==> config.mk <==
export PLATFORM = sky130hd
export DESIGN_NAME = wm_pixel_streamer
export DESIGN_NICKNAME = d
export VERILOG_FILES = /design/src/rtl/wm_pkg.sv /design/src/rtl/wm_stream_fifo2.sv /design/src/rtl/wm_pixel_streamer.sv
export SDC_FILE = /design/constraint.sdc
export NUM_CORES = 1
export LEC_CHECK = 0
export ABC_AREA = 1
export CAP_MARGIN = 10
export CORE_AREA = 2 2 109 69
export CTS_BUF_LIST = sky130_fd_sc_hd__clkbuf_4 sky130_fd_sc_hd__clkbuf_8
export DETAILED_ROUTE_END_ITERATION = 8
export DIE_AREA = 0 0 111 71
export PLACE_DENSITY = 0.78
export SLEW_MARGIN = 40
export SYNTH_ARGS = -nofsm -noshare
export SYNTH_HDL_FRONTEND = slang
export SYNTH_SLANG_ARGS = --single-unit
export TNS_END_PERCENT = 20
==> constraint.sdc <==
create_clock -name clk -period 7.6 [get_ports clk]
set_input_delay 0.76 -clock clk [delete_from_list [all_inputs] [get_ports clk]]
set_output_delay 0.76 -clock clk [all_outputs]
set_load 0.005 [all_outputs]
==> src/rtl/wm_pkg.sv <==
// rtl/wm_pkg.sv - shared constants, state encoding and pixel helpers for the watermark streamer
package wm_pkg;

    localparam int DEF_HOST_WIDTH  = 256;
    localparam int DEF_HOST_HEIGHT = 256;
    localparam int DEF_PIXEL_WIDTH = 8;
    localparam int DEF_COEFF_WIDTH = DEF_PIXEL_WIDTH + 5;

    // Largest representable pixel, held at coefficient width so comparisons stay signed
    localparam logic signed [DEF_COEFF_WIDTH-1:0] PIX_MAX =
        DEF_COEFF_WIDTH'((1 << DEF_PIXEL_WIDTH) - 1);

    typedef enum logic [1:0] {
        ST_IDLE  = 2'd0,
        ST_RUN   = 2'd1,
        ST_FLUSH = 2'd2
    } wm_state_e;

    function automatic int wm_clog2(input int unsigned value);
        int result;
        result = 0;
        for (int i = 0; i < 32; i++) begin
            if ((32'd1 << i) < value) begin
                result = i + 1;
            end
        end
        return result;
    endfunction

    // True when the coefficient lies outside the displayable pixel range
    function automatic logic pixel_clipped(input logic signed [DEF_COEFF_WIDTH-1:0] value);
        return value[DEF_COEFF_WIDTH-1] || (value > PIX_MAX);
    endfunction

    // Saturate a signed coefficient into an unsigned pixel
    function automatic logic [DEF_PIXEL_WIDTH-1:0] clamp_pixel(
        input logic signed [DEF_COEFF_WIDTH-1:0] value
    );
        if (value[DEF_COEFF_WIDTH-1]) begin
            return '0;
        end else if (value > PIX_MAX) begin
            return '1;
        end else begin
            return value[DEF_PIXEL_WIDTH-1:0];
        end
    endfunction

endpackage

==> src/rtl/wm_stream_fifo2.sv <==
// rtl/wm_stream_fifo2.sv - two-entry output FIFO with occupancy, push and pop allowed together when full
module wm_stream_fifo2 #(
    parameter int WIDTH = 11
) (
    input  logic             clk,
    input  logic             rst,
    input  logic             push,
    input  logic [WIDTH-1:0] push_data,
    input  logic             pop,
    output logic [WIDTH-1:0] head_data,
    output logic [1:0]       occ
);

    logic [WIDTH-1:0] head_q, head_d;
    logic [WIDTH-1:0] tail_q, tail_d;
    logic [1:0]       occ_q, occ_d;
    logic             pop_ok;

    assign pop_ok    = pop && (occ_q != 2'd0);
    assign head_data = head_q;
    assign occ       = occ_q;

    // Next-state for the two storage slots; the head is always the oldest entry
    always_comb begin
        head_d = head_q;
        tail_d = tail_q;
        occ_d  = occ_q;
        case ({push, pop_ok})
            2'b10: begin
                if (occ_q == 2'd0) begin
                    head_d = push_data;
                    occ_d  = 2'd1;
                end else if (occ_q == 2'd1) begin
                    tail_d = push_data;
                    occ_d  = 2'd2;
                end
            end
            2'b01: begin
                head_d = tail_q;
                occ_d  = occ_q - 2'd1;
            end
            2'b11: begin
                if (occ_q == 2'd1) begin
                    head_d = push_data;
                end else begin
                    head_d = tail_q;
                    tail_d = push_data;
                end
            end
            default: begin
            end
        endcase
    end

    // Storage registers
    always_ff @(posedge clk) begin
        if (rst) begin
            head_q <= '0;
            tail_q <= '0;
            occ_q  <= 2'd0;
        end else begin
            head_q <= head_d;
            tail_q <= tail_d;
            occ_q  <= occ_d;
        end
    end

endmodule

==> src/rtl/wm_pixel_streamer.sv <==
// rtl/wm_pixel_streamer.sv - raster reader of coefficient memory emitting a clamped pixel stream
module wm_pixel_streamer
    import wm_pkg::*;
#(
    parameter int HOST_WIDTH  = DEF_HOST_WIDTH,
    parameter int HOST_HEIGHT = DEF_HOST_HEIGHT,
    parameter int COEFF_WIDTH = DEF_COEFF_WIDTH,
    parameter int PIXEL_WIDTH = DEF_PIXEL_WIDTH,
    parameter int ADDR_WIDTH  = wm_clog2(HOST_WIDTH * HOST_HEIGHT)
) (
    input  logic                          clk,
    input  logic                          rst,
    input  logic                          start,
    output logic                          busy,
    output logic                          done,
    output logic                          mem_rd_en,
    output logic [ADDR_WIDTH-1:0]         mem_rd_addr,
    input  logic signed [COEFF_WIDTH-1:0] mem_rd_data,
    output logic                          m_valid,
    input  logic                          m_ready,
    output logic [PIXEL_WIDTH-1:0]        m_data,
    output logic                          m_sol,
    output logic                          m_eol,
    output logic                          m_last,
    output logic [ADDR_WIDTH:0]           clip_count
);

    localparam int COL_BITS = wm_clog2(HOST_WIDTH);
    localparam int ENTRY_W  = PIXEL_WIDTH + 3;

    wm_state_e              state_q, state_d;
    logic [ADDR_WIDTH-1:0]  addr_q, addr_d;
    logic                   inflight_q, inflight_d;
    logic                   infl_sol_q, infl_sol_d;
    logic                   infl_eol_q, infl_eol_d;
    logic                   infl_last_q, infl_last_d;
    logic [ADDR_WIDTH:0]    clip_q, clip_d;
    logic                   done_q, done_d;

    logic [1:0]             fifo_occ;
    logic [ENTRY_W-1:0]     fifo_head;
    logic [ENTRY_W-1:0]     push_entry;
    logic                   pop;
    logic                   rd_en;
    logic                   start_acc;
    logic [2:0]             pending;
    logic [COL_BITS-1:0]    col;

    assign col     = addr_q[COL_BITS-1:0];
    assign m_valid = (fifo_occ != 2'd0);
    assign pop     = m_valid && m_ready;
    // Slots already claimed once this cycle's pop leaves: buffered plus the read still in flight
    assign pending = {1'b0, fifo_occ} + {2'b0, inflight_q} - {2'b0, pop};
    assign rd_en   = (state_q == ST_RUN) && (pending < 3'd2);
    // A start coinciding with done belongs to the frame that is just closing and is dropped
    assign start_acc = (state_q == ST_IDLE) && start && !done_q;

    // Sequencing, read issue, marker pipeline and clip accounting
    always_comb begin
        state_d     = state_q;
        addr_d      = addr_q;
        inflight_d  = rd_en;
        infl_sol_d  = (col == '0);
        infl_eol_d  = (col == '1);
        infl_last_d = (addr_q == '1);
        clip_d      = clip_q;
        done_d      = 1'b0;
        push_entry  = {clamp_pixel(mem_rd_data), infl_sol_q, infl_eol_q, infl_last_q};

        case (state_q)
            ST_IDLE: begin
                if (start_acc) begin
                    state_d = ST_RUN;
                    addr_d  = '0;
                end
            end
            ST_RUN: begin
                if (rd_en) begin
                    addr_d = addr_q + 1'b1;
                    if (addr_q == '1) begin
                        state_d = ST_FLUSH;
                    end
                end
            end
            ST_FLUSH: begin
                if (pop && m_last) begin
                    state_d = ST_IDLE;
                    done_d  = 1'b1;
                end
            end
            default: state_d = ST_IDLE;
        endcase

        if (start_acc) begin
            clip_d = '0;
        end else if (inflight_q && pixel_clipped(mem_rd_data)) begin
            clip_d = clip_q + 1'b1;
        end
    end

    // State and pipeline registers; reset drops any read still in flight
    always_ff @(posedge clk) begin
        if (rst) begin
            state_q     <= ST_IDLE;
            addr_q      <= '0;
            inflight_q  <= 1'b0;
            infl_sol_q  <= 1'b0;
            infl_eol_q  <= 1'b0;
            infl_last_q <= 1'b0;
            clip_q      <= '0;
            done_q      <= 1'b0;
        end else begin
            state_q     <= state_d;
            addr_q      <= addr_d;
            inflight_q  <= inflight_d;
            infl_sol_q  <= infl_sol_d;
            infl_eol_q  <= infl_eol_d;
            infl_last_q <= infl_last_d;
            clip_q      <= clip_d;
            done_q      <= done_d;
        end
    end

    wm_stream_fifo2 #(
        .WIDTH(ENTRY_W)
    ) u_fifo (
        .clk       (clk),
        .rst       (rst),
        .push      (inflight_q),
        .push_data (push_entry),
        .pop       (pop),
        .head_data (fifo_head),
        .occ       (fifo_occ)
    );

    assign busy        = (state_q != ST_IDLE);
    assign done        = done_q;
    assign mem_rd_en   = rd_en;
    assign mem_rd_addr = addr_q;
    assign clip_count  = clip_q;
    assign {m_data, m_sol, m_eol, m_last} = fifo_head;

endmodule

==> images/cell_density.png <==
Drawn at 3 px/um. The die is cut into 11 by 7 equal tiles; black is low, pale yellow is high, 0 to 100% covered.
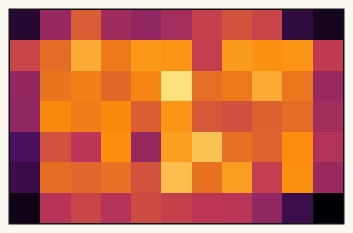
- mean over tiles: 56%
- fullest tile: 93%
- nearly empty tiles: 1.3%
- densest ninth of the die: centre
- tiles over 75% full: 21%

==> images/wires.png <==
Drawn at 2 px/um.
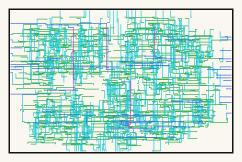
- cyan: metal 2 (wire length 4050 um)
- blue: metal 3 (wire length 600 um)
- magenta: metal 4 (wire length 92.7 um)
- green: metal 1 (wire length 4590 um)

==> images/placement_by_type.png <==
Drawn at 2 px/um.
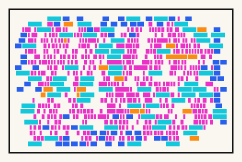
- orange: clock drivers and dummy loads (cells 16; share of their area 4.6%)
- magenta: combinational and other logic (cells 474; share of their area 52%)
- cyan: sequential cells (cells 64; share of their area 29%)
- blue: remaining buffers and delay cells (cells 64; share of their area 14%)

==> CHANGELOG.md <==
## Flow update

* Syn Area/Cell at 6.669 sq um
* Sequential fraction of the synthesis area at 34.68%
* Setup CP Type: primary input to output pin
* Number of global-route vias before repair at 3452
* Hold Crit Class: register to register
* Antenna Nets Post-Route at 0
* Pre-antenna DRT Iters at 5
* Worst skew pair latency at 360 ps
* Outcome: complete, no violations
* Max Used Layer: met4
* Leakage at 0.001855 uW
* Placed insts at 693
* Ant diodes at 0
* WL met3 at 600 um
* Setup TNS at 0 ps
* Met2 Use GR at 39.54%
* Top logic family: simple AND/OR/NAND/NOR gates
* Most numerous logic cells after layout: 133 x nand2_1, 69 x inv_1, 69 x o21ai_0
* Largest register FFs at 17
* And-or/or-and share of the synthesized area at 19.84%
* Setup crit end kind: output pin
* Port bufs at 64
* DR vias/cell at 5.276
* CP max stage cell: clkdlybuf4s50_1
* Post-synth EDFFs at 0
* RSZ-0062 raised after global routing: no
* Drt initial violations at 267
* Seq area share at 28.07%
* CTS H-tree depth at 3
* Main synth FF type: dfxtp_1
* # nets final at 640
* Tmin final at 4046 ps
* Largest buffer count on any clock path at 2
* Syn Nets at 581
* GPL Wtd Cong at 0.9043
* Inverters at 78
* PnR worst setup slack at 3554 ps
* Rows at 24
[where the power goes]
part / total, uW / internal [uW] / leakage (uW) / switching, uW
combinational: 491 / 188 / 0.00123 / 303
clock: 308 / 176 / 0.000110 / 132
sequential: 435 / 394 / 0.000519 / 41.9
[final timing paths]
path / startpoint / endpoint / slack [ps] / cells past startpoint
max: m_ready / mem_rd_en / 3550 / 10
min: u_fifo.tail_q[1] / u_fifo.tail_q[1] / 490 / 2
max reg2reg: u_fifo.occ[1] / mem_rd_addr[9] / 4760 / 14
min reg2reg: u_fifo.tail_q[1] / u_fifo.tail_q[1] / 490 / 2
[worst max-delay path, delay by kind of cell]
kind / cells / cell delay, ps
and+or+nand+nor: 4 / 630
adders and majority gates: 2 / 640
buffers and inverters: 4 / 1260
No activity file was given, so power comes from the tool's default toggle rates.
